**config.mk**
```make
export PLATFORM = sky130hd
export DESIGN_NAME = atm_session_ctrl_flat
export DESIGN_NICKNAME = d
export VERILOG_FILES = /design/src/rtl/atm_pkg.sv /design/src/rtl/atm_session_ctrl_if.sv /design/src/rtl/atm_pin_rom.sv /design/src/rtl/atm_session_ctrl.sv /design/src/flat_wrapper.sv
export SDC_FILE = /design/constraint.sdc
export NUM_CORES = 1
export LEC_CHECK = 0
export ABC_AREA = 1
export CAP_MARGIN = 20
export CORE_AREA = 2 2 108 137
export DETAILED_ROUTE_END_ITERATION = 12
export DIE_AREA = 0 0 110 139
export MAX_ROUTING_LAYER = met4
export SLEW_MARGIN = 10
export SYNTH_ARGS = -nofsm -noshare
export SYNTH_HDL_FRONTEND = slang
export SYNTH_SLANG_ARGS = --single-unit
```
**constraint.sdc**
```tcl
create_clock -name clk -period 2.1 [get_ports clk]
set_input_delay 0.315 -clock clk [delete_from_list [all_inputs] [get_ports clk]]
set_output_delay 0.315 -clock clk [all_outputs]
set_load 0.1 [all_outputs]
```
**src/rtl/atm_pkg.sv**
```systemverilog
// Shared types and field widths for the ATM session controller and its core bus.
package atm_pkg;

  localparam int unsigned ACCT_W  = 4;
  localparam int unsigned AMT_W   = 10;
  localparam int unsigned PIN_W   = 16;
  localparam int unsigned DIGIT_W = 4;
  localparam int unsigned SEL_W   = 2;
  localparam int unsigned RES_W   = 2;

  typedef enum logic [SEL_W-1:0] {
    SEL_EXIT     = 2'd0,
    SEL_BALANCE  = 2'd1,
    SEL_WITHDRAW = 2'd2,
    SEL_TRANSFER = 2'd3
  } sel_t;

  localparam logic [RES_W-1:0] RES_OK = 2'd3;

  typedef enum logic [2:0] {
    ST_IDLE, ST_PIN, ST_CHECK, ST_MENU, ST_ISSUE, ST_WAIT, ST_EJECT, ST_RETAIN
  } state_t;

endpackage

```
**src/rtl/atm_session_ctrl_if.sv**
```systemverilog
// Menu request handshake plus the transaction-core command/response bus.
interface atm_session_ctrl_if;
  import atm_pkg::*;

  logic               req_valid;
  logic               req_ready;
  logic [SEL_W-1:0]   req_select;
  logic [AMT_W-1:0]   req_amount;
  logic [ACCT_W-1:0]  req_dest;
  logic [SEL_W-1:0]   atm_select;
  logic [ACCT_W-1:0]  atm_src;
  logic [ACCT_W-1:0]  atm_dst;
  logic [AMT_W-1:0]   atm_amount;
  logic [RES_W-1:0]   atm_result;
  logic [AMT_W-1:0]   atm_balance;

  modport master (
    output req_valid, req_select, req_amount, req_dest, atm_result, atm_balance,
    input  req_ready, atm_select, atm_src, atm_dst, atm_amount
  );

  modport slave (
    input  req_valid, req_select, req_amount, req_dest, atm_result, atm_balance,
    output req_ready, atm_select, atm_src, atm_dst, atm_amount
  );

endinterface

```
**src/rtl/atm_pin_rom.sv**
```systemverilog
// Per-account PIN table: account n maps to four BCD digits of n mod 10.
module atm_pin_rom
  import atm_pkg::*;
(
  input  logic [ACCT_W-1:0] acct,
  output logic [PIN_W-1:0]  pin_c
);

  logic [DIGIT_W-1:0] digit;

  always_comb begin
    digit = (acct >= ACCT_W'(10)) ? DIGIT_W'(acct - ACCT_W'(10)) : DIGIT_W'(acct);
    pin_c = {4{digit}};
  end

endmodule

```
**src/rtl/atm_session_ctrl.sv**
```systemverilog
// Card/PIN session controller: authenticates, enforces lockout and issues
// one-cycle commands to the ATM transaction core.
module atm_session_ctrl
  import atm_pkg::*;
#(
  parameter int unsigned MAX_TRIES      = 3,
  parameter int unsigned TIMEOUT_CYCLES = 1000
) (
  input  logic               clk,
  input  logic               rst,
  input  logic               card_valid,
  input  logic [ACCT_W-1:0]  card_acct,
  input  logic               key_valid,
  input  logic [DIGIT_W-1:0] key_digit,
  input  logic               key_enter,
  input  logic               key_cancel,
  atm_session_ctrl_if.slave  bus,
  output logic               txn_done,
  output logic               txn_ok,
  output logic [AMT_W-1:0]   balance_out,
  output logic               pin_error,
  output logic               card_eject,
  output logic               card_retained,
  output logic               session_active
);

  localparam int unsigned TMO_W  = $clog2(TIMEOUT_CYCLES + 1);
  localparam int unsigned FAIL_W = $clog2(MAX_TRIES + 1);
  localparam int unsigned NACCT  = 2 ** ACCT_W;

  state_t             state, state_n;
  logic [ACCT_W-1:0]  acct;
  logic [PIN_W-1:0]   pin_buf;
  logic [2:0]         dig_cnt;
  logic [FAIL_W-1:0]  fail_cnt;
  logic [NACCT-1:0]   locked;
  logic [SEL_W-1:0]   sel_q;
  logic [TMO_W-1:0]   tmo_cnt;
  logic [PIN_W-1:0]   pin_ref;
  logic               any_event, tmo_hit, pin_match, last_try, self_xfer;

  atm_pin_rom u_pin_rom (.acct(acct), .pin_c(pin_ref));

  assign any_event = key_valid | key_enter | key_cancel | bus.req_valid;
  assign tmo_hit   = (tmo_cnt == TMO_W'(TIMEOUT_CYCLES - 1));
  assign pin_match = (dig_cnt == 3'd4) && (pin_buf == pin_ref);
  assign last_try  = (fail_cnt == FAIL_W'(MAX_TRIES - 1));
  assign self_xfer = (bus.req_select == SEL_TRANSFER) && (bus.req_dest == acct);

  // Next state; an accepted event always beats the idle timeout.
  always_comb begin
    state_n = state;
    case (state)
      ST_IDLE:   if (card_valid) state_n = locked[card_acct] ? ST_RETAIN : ST_PIN;
      ST_PIN: begin
        if (!card_valid || key_cancel)      state_n = ST_EJECT;
        else if (key_enter)                 state_n = ST_CHECK;
        else if (!any_event && tmo_hit)     state_n = ST_EJECT;
      end
      ST_CHECK:  state_n = pin_match ? ST_MENU : (last_try ? ST_RETAIN : ST_PIN);
      ST_MENU: begin
        if (!card_valid)                    state_n = ST_EJECT;
        else if (bus.req_valid) begin
          if (bus.req_select == SEL_EXIT)   state_n = ST_EJECT;
          else if (!self_xfer)              state_n = ST_ISSUE;
        end
        else if (!any_event && tmo_hit)     state_n = ST_EJECT;
      end
      ST_ISSUE:  state_n = ST_WAIT;
      ST_WAIT:   state_n = ST_MENU;
      ST_EJECT,
      ST_RETAIN: if (!card_valid) state_n = ST_IDLE;
      default:   state_n = ST_IDLE;
    endcase
  end

  // Session datapath and registered outputs; the core bus idles at a balance query.
  always_ff @(posedge clk) begin
    if (rst) begin
      state          <= ST_IDLE;
      acct           <= '0;
      pin_buf        <= '0;
      dig_cnt        <= '0;
      fail_cnt       <= '0;
      locked         <= '0;
      sel_q          <= SEL_BALANCE;
      tmo_cnt        <= '0;
      bus.req_ready  <= 1'b0;
      bus.atm_select <= SEL_BALANCE;
      bus.atm_src    <= '0;
      bus.atm_dst    <= '0;
      bus.atm_amount <= '0;
      txn_done       <= 1'b0;
      txn_ok         <= 1'b0;
      balance_out    <= '0;
      pin_error      <= 1'b0;
      card_eject     <= 1'b0;
      card_retained  <= 1'b0;
      session_active <= 1'b0;
    end else begin
      txn_done       <= 1'b0;
      txn_ok         <= 1'b0;
      pin_error      <= 1'b0;
      tmo_cnt        <= '0;
      bus.atm_select <= SEL_BALANCE;
      bus.atm_src    <= acct;
      bus.atm_dst    <= acct;
      bus.atm_amount <= '0;
      case (state)
        ST_IDLE: if (card_valid) begin
          acct        <= card_acct;
          bus.atm_src <= card_acct;
          bus.atm_dst <= card_acct;
          pin_buf     <= '0;
          dig_cnt     <= '0;
          fail_cnt    <= '0;
        end
        ST_PIN: begin
          if (!any_event) tmo_cnt <= tmo_cnt + TMO_W'(1);
          if (key_valid && !key_enter && !key_cancel &&
              key_digit <= DIGIT_W'(9) && dig_cnt < 3'd4) begin
            pin_buf <= {pin_buf[PIN_W-DIGIT_W-1:0], key_digit};
            dig_cnt <= dig_cnt + 3'd1;
          end
        end
        ST_CHECK: begin
          if (pin_match) fail_cnt <= '0;
          else if (last_try) locked[acct] <= 1'b1;
          else begin
            fail_cnt  <= fail_cnt + FAIL_W'(1);
            pin_error <= 1'b1;
            pin_buf   <= '0;
            dig_cnt   <= '0;
          end
        end
        ST_MENU: begin
          if (!any_event) tmo_cnt <= tmo_cnt + TMO_W'(1);
          if (card_valid && bus.req_valid) begin
            if (self_xfer) txn_done <= 1'b1;
            else if (bus.req_select != SEL_EXIT) begin
              sel_q          <= bus.req_select;
              bus.atm_select <= bus.req_select;
              bus.atm_dst    <= (bus.req_select == SEL_TRANSFER) ? bus.req_dest : acct;
              bus.atm_amount <= (bus.req_select == SEL_WITHDRAW ||
                                 bus.req_select == SEL_TRANSFER) ? bus.req_amount : '0;
            end
          end
        end
        ST_WAIT: begin
          txn_done    <= 1'b1;
          txn_ok      <= (sel_q == SEL_BALANCE) || (bus.atm_result == RES_OK);
          balance_out <= bus.atm_balance;
        end
        default: ;
      endcase
      state          <= state_n;
      bus.req_ready  <= (state_n == ST_MENU);
      session_active <= (state_n == ST_MENU) || (state_n == ST_ISSUE) || (state_n == ST_WAIT);
      card_eject     <= (state_n == ST_EJECT);
      card_retained  <= (state_n == ST_RETAIN);
    end
  end

endmodule

```
**src/flat_wrapper.sv**
```systemverilog
// flat-port wrapper written by rule: the top's interface ports become plain ports
module atm_session_ctrl_flat import atm_pkg::*;
#(
  parameter int unsigned MAX_TRIES      = 3,
  parameter int unsigned TIMEOUT_CYCLES = 1000
)
  (clk, rst, card_valid, card_acct, key_valid, key_digit, key_enter, key_cancel, txn_done, txn_ok, balance_out, pin_error, card_eject, card_retained, session_active, bus_req_valid, bus_req_select, bus_req_amount, bus_req_dest, bus_atm_result, bus_atm_balance, bus_req_ready, bus_atm_select, bus_atm_src, bus_atm_dst, bus_atm_amount);
  atm_session_ctrl_if bus_i ();
  input  logic clk;
  input  logic rst;
  input  logic card_valid;
  input  logic [ACCT_W-1:0] card_acct;
  input  logic key_valid;
  input  logic [DIGIT_W-1:0] key_digit;
  input  logic key_enter;
  input  logic key_cancel;
  output logic txn_done;
  output logic txn_ok;
  output logic [AMT_W-1:0] balance_out;
  output logic pin_error;
  output logic card_eject;
  output logic card_retained;
  output logic session_active;
  input wire logic [$bits(bus_i.req_valid)-1:0] bus_req_valid;
  input wire logic [$bits(bus_i.req_select)-1:0] bus_req_select;
  input wire logic [$bits(bus_i.req_amount)-1:0] bus_req_amount;
  input wire logic [$bits(bus_i.req_dest)-1:0] bus_req_dest;
  input wire logic [$bits(bus_i.atm_result)-1:0] bus_atm_result;
  input wire logic [$bits(bus_i.atm_balance)-1:0] bus_atm_balance;
  output wire logic [$bits(bus_i.req_ready)-1:0] bus_req_ready;
  output wire logic [$bits(bus_i.atm_select)-1:0] bus_atm_select;
  output wire logic [$bits(bus_i.atm_src)-1:0] bus_atm_src;
  output wire logic [$bits(bus_i.atm_dst)-1:0] bus_atm_dst;
  output wire logic [$bits(bus_i.atm_amount)-1:0] bus_atm_amount;
  assign bus_i.req_valid = bus_req_valid;
  assign bus_i.req_select = bus_req_select;
  assign bus_i.req_amount = bus_req_amount;
  assign bus_i.req_dest = bus_req_dest;
  assign bus_i.atm_result = bus_atm_result;
  assign bus_i.atm_balance = bus_atm_balance;
  assign bus_req_ready = bus_i.req_ready;
  assign bus_atm_select = bus_i.atm_select;
  assign bus_atm_src = bus_i.atm_src;
  assign bus_atm_dst = bus_i.atm_dst;
  assign bus_atm_amount = bus_i.atm_amount;
  atm_session_ctrl #(.MAX_TRIES(MAX_TRIES), .TIMEOUT_CYCLES(TIMEOUT_CYCLES)) u_core (.clk(clk), .rst(rst), .card_valid(card_valid), .card_acct(card_acct), .key_valid(key_valid), .key_digit(key_digit), .key_enter(key_enter), .key_cancel(key_cancel), .bus(bus_i), .txn_done(txn_done), .txn_ok(txn_ok), .balance_out(balance_out), .pin_error(pin_error), .card_eject(card_eject), .card_retained(card_retained), .session_active(session_active));
endmodule
```
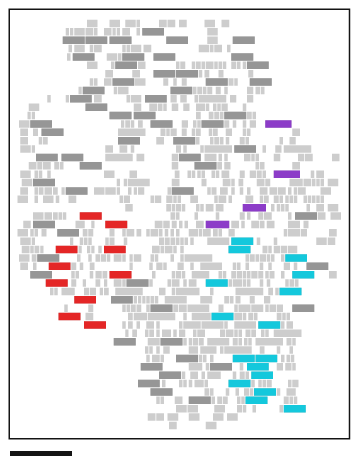
run_1/ff_map.png
The bar under the picture is 20 um long. Other sequential cells in the stronger gray, the rest of the logic in the fainter gray.
- red: u_core.tmo_cnt (flops 10; where left middle)
- purple: u_core.acct (flops 4; where right middle)
- cyan: u_core.pin_buf (flops 16; where bottom right)
- not colored: 59
register area: 1790 um^2
Seq. pwr: 2.13 mW
sequential cell area share: 30.2%

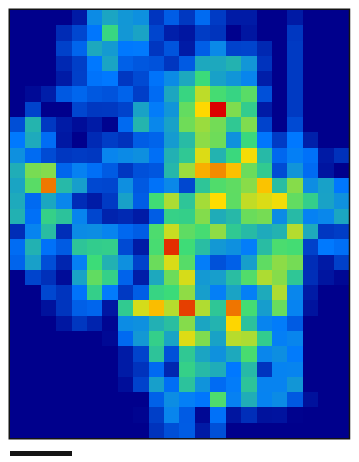
run_1/route_heat.png
The bar under the picture is 20 um long. The die is cut into 22 by 28 equal tiles; dark blue is low, red is high, scaled to the fullest tile. Values are wire area over tile area, all layers added.
- mean over tiles: 0.12
- emptiest ninth of the die: bottom left
- fullest tile: 0.50
All-Layer GR Usage: 15.8%
DR vias: 4154
Total Routed Length: 11.3 mm
DR WL/cell: 12.2 um

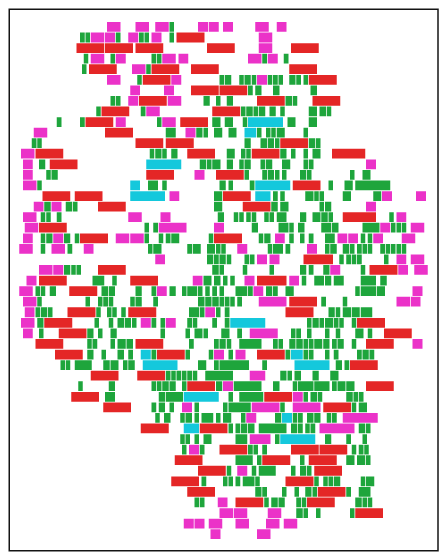
run_1/class_map.png
- cyan: clock drivers and dummy loads (cells 16)
- green: remaining logic cells (cells 516)
- red: sequential cells (cells 89)
- magenta: remaining buffers and delay cells (cells 124)
design area: 5920 um^2
core footprint: 14000 um^2
row count: 49
final core utilization: 42.2%

==> notes.md, run 1 <==
flow finished, numbers: Synth Register Bits 89, Synth Warn # 0, cts hold-fix bufs 0, ys cells 625, top cell class by occupied area logic gates, PwrDens about 1300 nW/um^2, fa+ha+maj area frac 1.76%, post-synthesis cell count between 600 and 700, Setup Skew between 0.009 and 0.01 ns, Die Size 15300 um^2, Comb area 2070 um^2, Worst R2R Start u_core.acct[2], Max stage delay cell, worst path dfxtp_4, Worst R2R Setup Slack between 0.09 and 0.1 ns, worst hold slack around 0.45 ns, Worst EP arrival 2.24 ns, yosys xor share 0.205%, cts repair resizes 1, Slew HR a little over two thirds, CP most frequent cell nand2_2, Top Layout Cells nand2_1 (129), inv_1 (97), nor2_1 (88), dfxtp_1 (85), buf_4 (73), outcome finished, final reports clean, Hold Path Class reg2reg, top cells by count, synth nand2_1 (139), inv_1 (100), dfxtp_1 (89), nor2_1 (89), a21oi_1 (38), CTS clk-pin slew, worst paths approximately 0.07 ns, Max Freq 499 MHz, MUX area fraction 0%, worst path required time between 2 and 2.5 ns, total grt overflow 0, Pre-Place Util about 30%, Min-Delay Path Depth 2, top cells by area dfxtp_1 (42%), nand2_1 (12%), inv_1 (8.8%), nor2_1 (7.8%), a21oi_1 (4.5%), Placer Congestion 0.834, Tapcells 178, cell taking the most area after synthesis dfxtp_1, Max Fanout on Critical Path 6, # Post-CTS Setup Buffers 0, Data buffer area share 19.3%, DR pass1 iterations 4, initial antenna violation count 0, combinational share of cell area a little over a third, Top logic family simple AND/OR/NAND/NOR gates, ys flop type dfxtp_1, Largest type area fraction 41.8%, # IOs 80
==> run 1: through the flow <==
stage | total power, mW | worst slack [ns] | std cells
2_1_floorplan | 4.88 | -0.131 | 625
5_1_grt | 8.33 | -0.0652 | 923
6_report | 7.78 | 0.0960 | 923
3_3_place_gp | 5.78 | -0.0565 | 902
3_5_place_dp | 5.79 | -0.0447 | 902
4_1_cts | 7.38 | 0.0148 | 918
==> run 1: worst max-delay path by stage <==
| stage | from | end | slack [ns] | depth (start not counted) |
|---|---|---|---|---|
| 2_1_floorplan | u_core.acct[2] | u_core.pin_buf[4] | -0.13 | 18 |
| 3_3_place_gp | bus_req_valid | u_core.session_active | -0.06 | 11 |
| 3_5_place_dp | bus_req_valid | u_core.session_active | -0.04 | 15 |
| 4_1_cts | u_core.acct[2] | u_core.card_eject | 0.01 | 16 |
| 5_1_grt | u_core.acct[2] | u_core.pin_buf[14] | -0.07 | 15 |
| 6_report | u_core.acct[2] | u_core.pin_buf[10] | 0.1 | 17 |
==> run 1: metal layers <==
layer | global-route usage (%) | part of all wire (%) | up-vias
li1 | - | - | 2203
met1 | 19.2 | 43 | 1852
met2 | 25.7 | 50 | 84
met3 | 2.87 | 4.3 | 15
met4 | 6.13 | 1.9 | 0
met5 | - | 0 | -
==> run 1: worst max-delay path: cells and delay by family, from the launching register on <==
| kind | cells | cell delay (ns) |
|---|---|---|
| AND/OR/NAND/NOR | 12 | 1.03 |
| flip-flops | 1 | 0.36 |
| buffers and inverters | 3 | 0.24 |
| adder cells (fa/ha/maj) | 1 | 0.22 |
| AND-OR/OR-AND | 1 | 0.07 |
==> run 1: report_power, final <==
group	total (mW)	internal, mW	switching (mW)
registers	2.13	1.95	0.185
logic	4.08	1.45	2.63
clock network	1.57	0.827	0.739
run_1/congestion_map.png
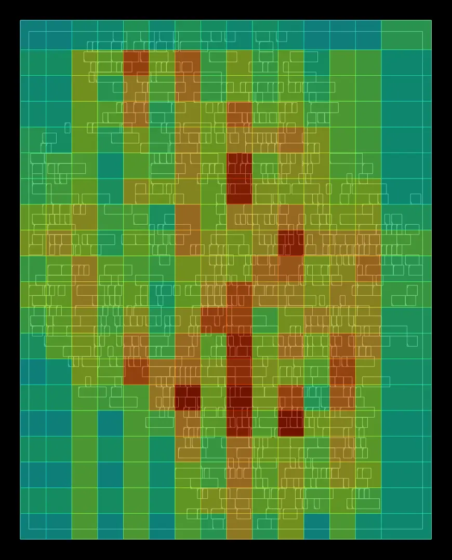

## Run 2: what changed since run 1
- CORE_AREA: 2 2 108 137 -> 2 2 111 139
- DIE_AREA: 0 0 110 139 -> 0 0 113 141
- SYNTH_HIERARCHICAL: unset -> 1
- TNS_END_PERCENT: unset -> 5
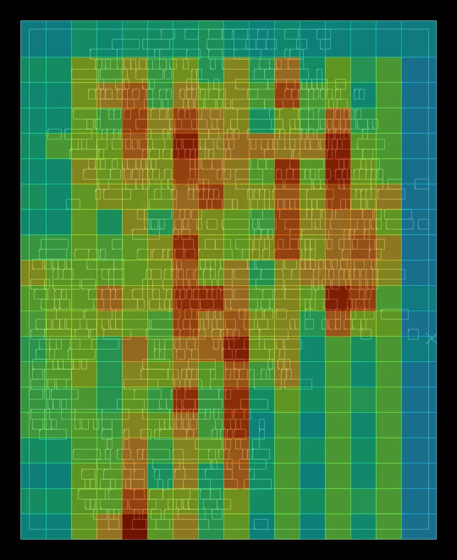
run_2/congestion_map.png
final core utilization: 42.5%
DR WL/cell: 11.9 um
All-Layer GR Usage: 15.4%
M1 GR Usage: 17.3%
GRT Max-Usage Layer: met2

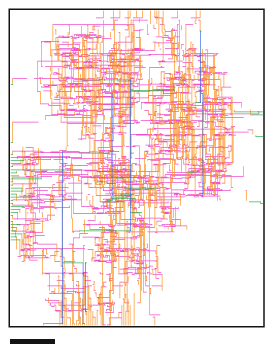
run_2/layers.png
The bar under the picture is 20 um long.
- blue: M4 (wire length 318 um)
- green: M3 (wire length 432 um)
- magenta: M1 (wire length 5040 um)
- orange: M2 (wire length 6050 um)

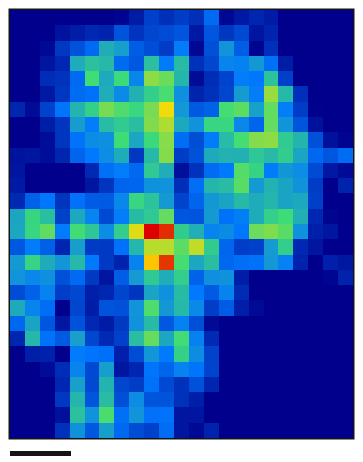
run_2/route_heat.png
The bar under the picture is 20 um long. The die is cut into 23 by 28 equal tiles; dark blue is low, red is high, scaled to the fullest tile. Values are wire area over tile area, all layers added.
- mean over tiles: 0.12
- tiles over half the peak: 6.8%
- nearly empty tiles: 29%
- densest ninth of the die: middle
- emptiest ninth of the die: bottom right
Total Routed Length: 11.8 mm
DR vias: 4459

==> notes.md, run 2 <==
flow finished, numbers: # IOs 80 (unchanged), Min-Delay Path Depth 2 (unchanged), Max Fanout on Critical Path 6 (unchanged), part of the power in registers 26.5% (was 27.4%), outcome finished with violations (was finished, final reports clean), GR Util met3 2.71% (was 2.87%), Gate power share 54.2% (was 52.4%), Slew HR 63.7% (was 70.5%), Die Size 15900 um^2 (was 15300 um^2), net switching share of the total power 44.5% (was 45.7%), CTS clk-pin slew, worst paths 0.06 ns (was 0.07 ns), P_clk 1.52 mW (was 1.57 mW), top cells by count, synth nand2_1 (177), inv_1 (109), dfxtp_1 (89), nor2_1 (89), a21oi_1 (48) (was nand2_1 (139), inv_1 (100), dfxtp_1 (89), nor2_1 (89), a21oi_1 (38)), Worst Slack Setup Final -0.108 ns (was 0.0960 ns), Hold Path Class reg2reg (unchanged), ys cells 676 (was 625), total power 7.89 mW (was 7.78 mW), cts hold-fix bufs 0 (unchanged), Placer Congestion 0.868 (was 0.834), Max Freq 453 MHz (was 499 MHz), failing checks DRC, setup timing, worst hold slack 0.446 ns (was 0.449 ns), ys flop type dfxtp_1 (unchanged), Setup Skew 0.00695 ns (was 0.00953 ns), Max stage delay cell, worst path dfxtp_4 (unchanged), Placement Setup Slack -0.372 ns (was -0.0447 ns), Pre-Place Util 30.1% (was 30.4%), Worst R2R Start u_core/acct[1] (was u_core.acct[2]), final setup vio count 30 (was 0), DR WL met2 6.05 mm (was 5.69 mm), PwrDens 1260 nW/um^2 (was 1310 nW/um^2), total grt overflow 0 (unchanged), Worst R2R Setup Slack -0.11 ns (was 0.1 ns), post-synthesis cell count 676 (was 625), Clock power frac 19.3% (was 20.1%), DP Cell Count 969 (was 902), drt drc 1 (was 0), Largest type area fraction 40.1% (was 41.8%), WL met1 5.04 mm (was 4.89 mm), Synth Warn # 6 (was 0), top power group combinational cells (unchanged), met3 WL 432 um (was 480 um), non-filler cells in the finished layout 993 (was 923), Comb area 2240 um^2 (was 2070 um^2), met2 usage 26.7% (was 25.7%), Seq. pwr 2.09 mW (was 2.13 mW), P_sw 3.52 mW (was 3.55 mW), Top Layout Cells nand2_1 (165), inv_1 (102), buf_4 (98), dfxtp_1 (85), nor2_1 (83) (was nand2_1 (129), inv_1 (97), nor2_1 (88), dfxtp_1 (85), buf_4 (73)), final setup TNS -1.65 ns (was 0 ns)
==> run 2: netlist changes by cell type in the layout (fill, tap and decap cells not counted), sizes merged, moves of 5 or more <==
cell	delta
inv	+6
nor2	-5
buf	+25
a21oi	+9
nand3	-7
nand2	+34
==> run 2: layout make-up <==
cell class,instances,area share (%)
clock buffer,9,3.59
multi-input combinational,445,35.6
clock inverter,7,0.857
sequential,89,28.6
timing repair buffer,148,20.9
tap,182,3.63
inverter,113,6.87
==> run 2: cell families (layout without fill, tap and decap cells) <==
family	after synthesis	count (layout)	share of synthesized area, %
and+or+nand+nor	337	337	31.6
buffers and inverters	142	277	13.4
AOI/OAI and AO/OA	101	101	13.0
DFF	89	89	40.1
adders and majority gates	5	5	1.41
xor gates and xnor gates	2	2	0.395
==> run 2: metrics by stage <==
step | area (um^2) | utilization (%)
final | 6280 | 42.5
after global routing | 6280 | 42.5
after CTS | 6220 | 42.1
after global placement | 5740 | 38.9
after detailed placement | 5740 | 38.9
after floorplan | 4520 | -
==> run 2: timing repair <==
action                                  CTS  global route
pin swaps                                17            15
gates resized                            28            29
buffers inserted                          6             1
endpoints found under the setup margin   43            46
hold endpoints to repair                  0             0
gates cloned                              2             1
==> run 2: worst max path at each step <==
stage / startpoint / end / slack, ns / cells after the start
floorplan: u_core/acct[1] / u_core/pin_buf[2] / -0.31 / 19
global placement: key_digit[1] / u_core/pin_buf[12] / -0.32 / 8
detailed placement: key_digit[1] / u_core/dig_cnt[1] / -0.37 / 8
CTS: u_core/acct[1] / u_core/dig_cnt[0] / -0.09 / 20
global route: u_core/acct[1] / u_core/pin_buf[12] / -0.28 / 20
finish: u_core/acct[1] / u_core/pin_buf[2] / -0.11 / 20
run_2/ff_map.png
The bar under the picture is 20 um long. Other sequential cells in the stronger gray, the rest of the logic in the fainter gray.
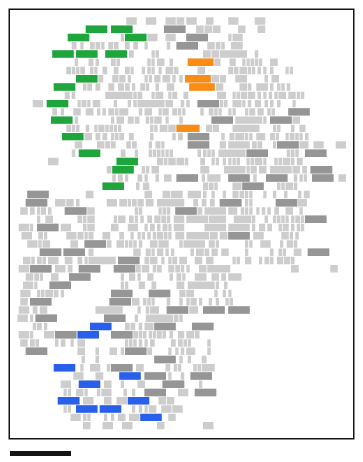

## Run 3: what changed since run 2
- CORE_AREA: 2 2 111 139 -> 5 5 114 142
- DIE_AREA: 0 0 113 141 -> 0 0 119 147
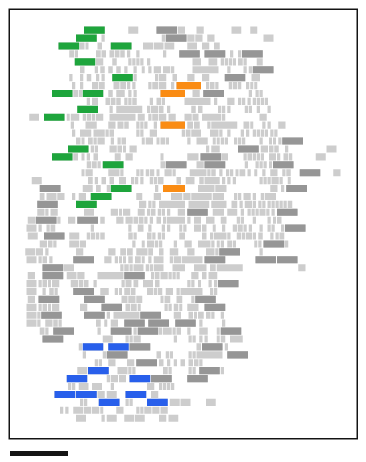
run_3/ff_map.png
The bar under the picture is 20 um long. Other sequential cells in the stronger gray, the rest of the logic in the fainter gray.
- orange: u_core/acct (flops 4; where top middle)
- blue: u_core/bus.atm_amount (flops 10; where bottom left)
- green: u_core/locked (flops 16; where top left)
- not colored: 59

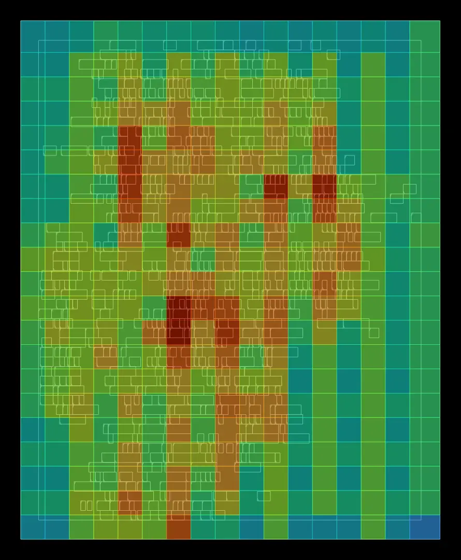
run_3/congestion_map.png
GR Util met3: 2.39%
M1 GR Usage: 16.0%
All-Layer GR Usage: 14.4%
met2 usage: 25.5%
final core utilization: 41.8%

==> notes.md, run 3 <==
flow finished, numbers: outcome finished with violations (unchanged), failing checks setup timing (was DRC, setup timing), Largest type area fraction 40.1% (unchanged), total power 7.66 mW (was 7.89 mW), final setup vio count 31 (was 30), Min-Delay Path Depth 2 (unchanged), Synth Warn # 6 (unchanged), Worst EP arrival 2.42 ns (was 2.44 ns), P_clk 1.59 mW (was 1.52 mW), DP Cell Count 959 (was 969), Setup Skew 0.00873 ns (was 0.00695 ns), top cells by area dfxtp_1 (40%), nand2_1 (15%), inv_1 (9.2%), nor2_1 (7.5%), a21oi_1 (5.4%) (unchanged), Max Freq 458 MHz (was 453 MHz), top cells by count, synth nand2_1 (177), inv_1 (109), dfxtp_1 (89), nor2_1 (89), a21oi_1 (48) (unchanged), total grt overflow 0 (unchanged), DR WL/cell 12.4 um (was 11.9 um), delay-heaviest family, CP simple AND/OR/NAND/NOR gates (unchanged), Top Layout Cells nand2_1 (171), inv_1 (105), buf_4 (86), dfxtp_1 (85), nor2_1 (81) (was nand2_1 (165), inv_1 (102), buf_4 (98), dfxtp_1 (85), nor2_1 (83)), Hold Path Class reg2reg (unchanged), Die Size 17500 um^2 (was 15900 um^2), DR vias 4392 (was 4459), Slew HR 73.1% (was 63.7%), Worst R2R Setup Slack -0.08 ns (was -0.11 ns), # IOs 80 (unchanged), final setup TNS -1.34 ns (was -1.65 ns), drt drc 0 (was 1), CTS clk-pin slew, worst paths 0.07 ns (was 0.06 ns), PwrDens 1240 nW/um^2 (was 1260 nW/um^2), worst hold slack 0.445 ns (was 0.446 ns), cell taking the most area after synthesis dfxtp_1 (unchanged), Clock power frac 20.8% (was 19.3%), part of the power in registers 27.4% (was 26.5%), Worst Slack Setup Final -0.0826 ns (was -0.108 ns), non-filler cells in the finished layout 982 (was 993), critical path depth 18 (was 20), Pre-Place Util 30.1% (unchanged), ys flop type dfxtp_1 (unchanged), post-synthesis cell count 676 (unchanged), Total Routed Length 12.2 mm (was 11.8 mm), Placement Setup Slack -0.180 ns (was -0.372 ns)
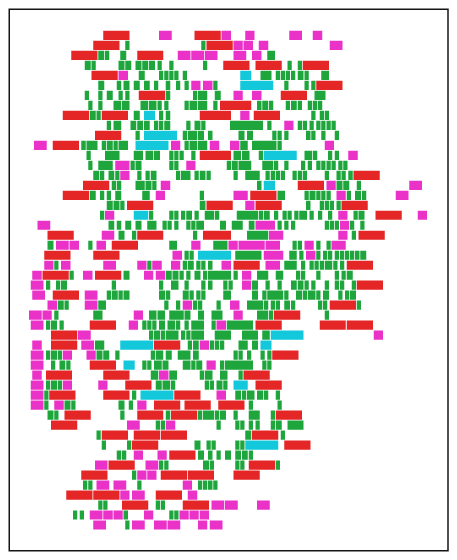
run_3/class_map.png
- magenta: remaining buffers and delay cells (cells 137)
- green: remaining logic cells (cells 558)
- red: sequential cells (cells 89)
- cyan: clock drivers and dummy loads (cells 16)
row count: 50
sequential cell area share: 29.1%
design area: 6170 um^2
core footprint: 14800 um^2

==> run 3: cell counts after synthesis <==
Identical to the previous run, type by type.
==> run 3: layout make-up <==
type / instances / area, um^2 / share of cell area, %
Tap cell: 182 / 228 / 3.69
Clock inverter: 7 / 66.3 / 1.08
Clock buffer: 9 / 225 / 3.65
Timing Repair Buffer: 137 / 1180 / 19.2
Inverter: 113 / 429 / 6.96
Sequential cell: 89 / 1790 / 29.1
Multi-Input combinational cell: 445 / 2240 / 36.3
==> run 3: worst max path at each step <==
stage | start | endpoint | slack (ns)
3_5_place_dp | u_core/acct[2] | u_core/pin_buf[15] | -0.18
6_report | u_core/acct[2] | u_core/pin_buf[15] | -0.08
5_1_grt | u_core/acct[2] | u_core/pin_buf[3] | -0.25
3_3_place_gp | u_core/acct[2] | u_core/pin_buf[5] | -0.12
4_1_cts | u_core/acct[2] | u_core/pin_buf[13] | -0.04
2_1_floorplan | u_core/acct[1] | u_core/pin_buf[2] | -0.31
==> run 3: kinds of logic (layout without fill, tap and decap cells) <==
group                    count (synthesis)  count (layout)  share of synthesized area (%)
AND-OR/OR-AND                          101             101                           13.0
XOR/XNOR                                 2               2                          0.395
adder cells (fa/ha/maj)                  5               5                           1.41
buffers and inverters                  142             266                           13.4
flip-flops                              89              89                           40.1
AND/OR/NAND/NOR                        337             337                           31.6
==> run 3: timing repair <==
action / CTS / global route
gates resized: 29 / 32
endpoints found under the setup margin: 40 / 45
setup buffers: 6 / 2
cloned: 2 / 0
pin swaps: 17 / 14
hold buffers: 0 / 0
==> run 3: routing by layer <==
metal | vias up | track usage, % | share of wire [%]
li1 | 2351 | - | -
met1 | 1935 | 16.0 | 42
met2 | 86 | 25.5 | 52
met3 | 20 | 2.39 | 3.2
met4 | 0 | 5.45 | 2.2
met5 | - | - | 0
Power figures rest on the tool's default switching activity, not on a simulated workload.
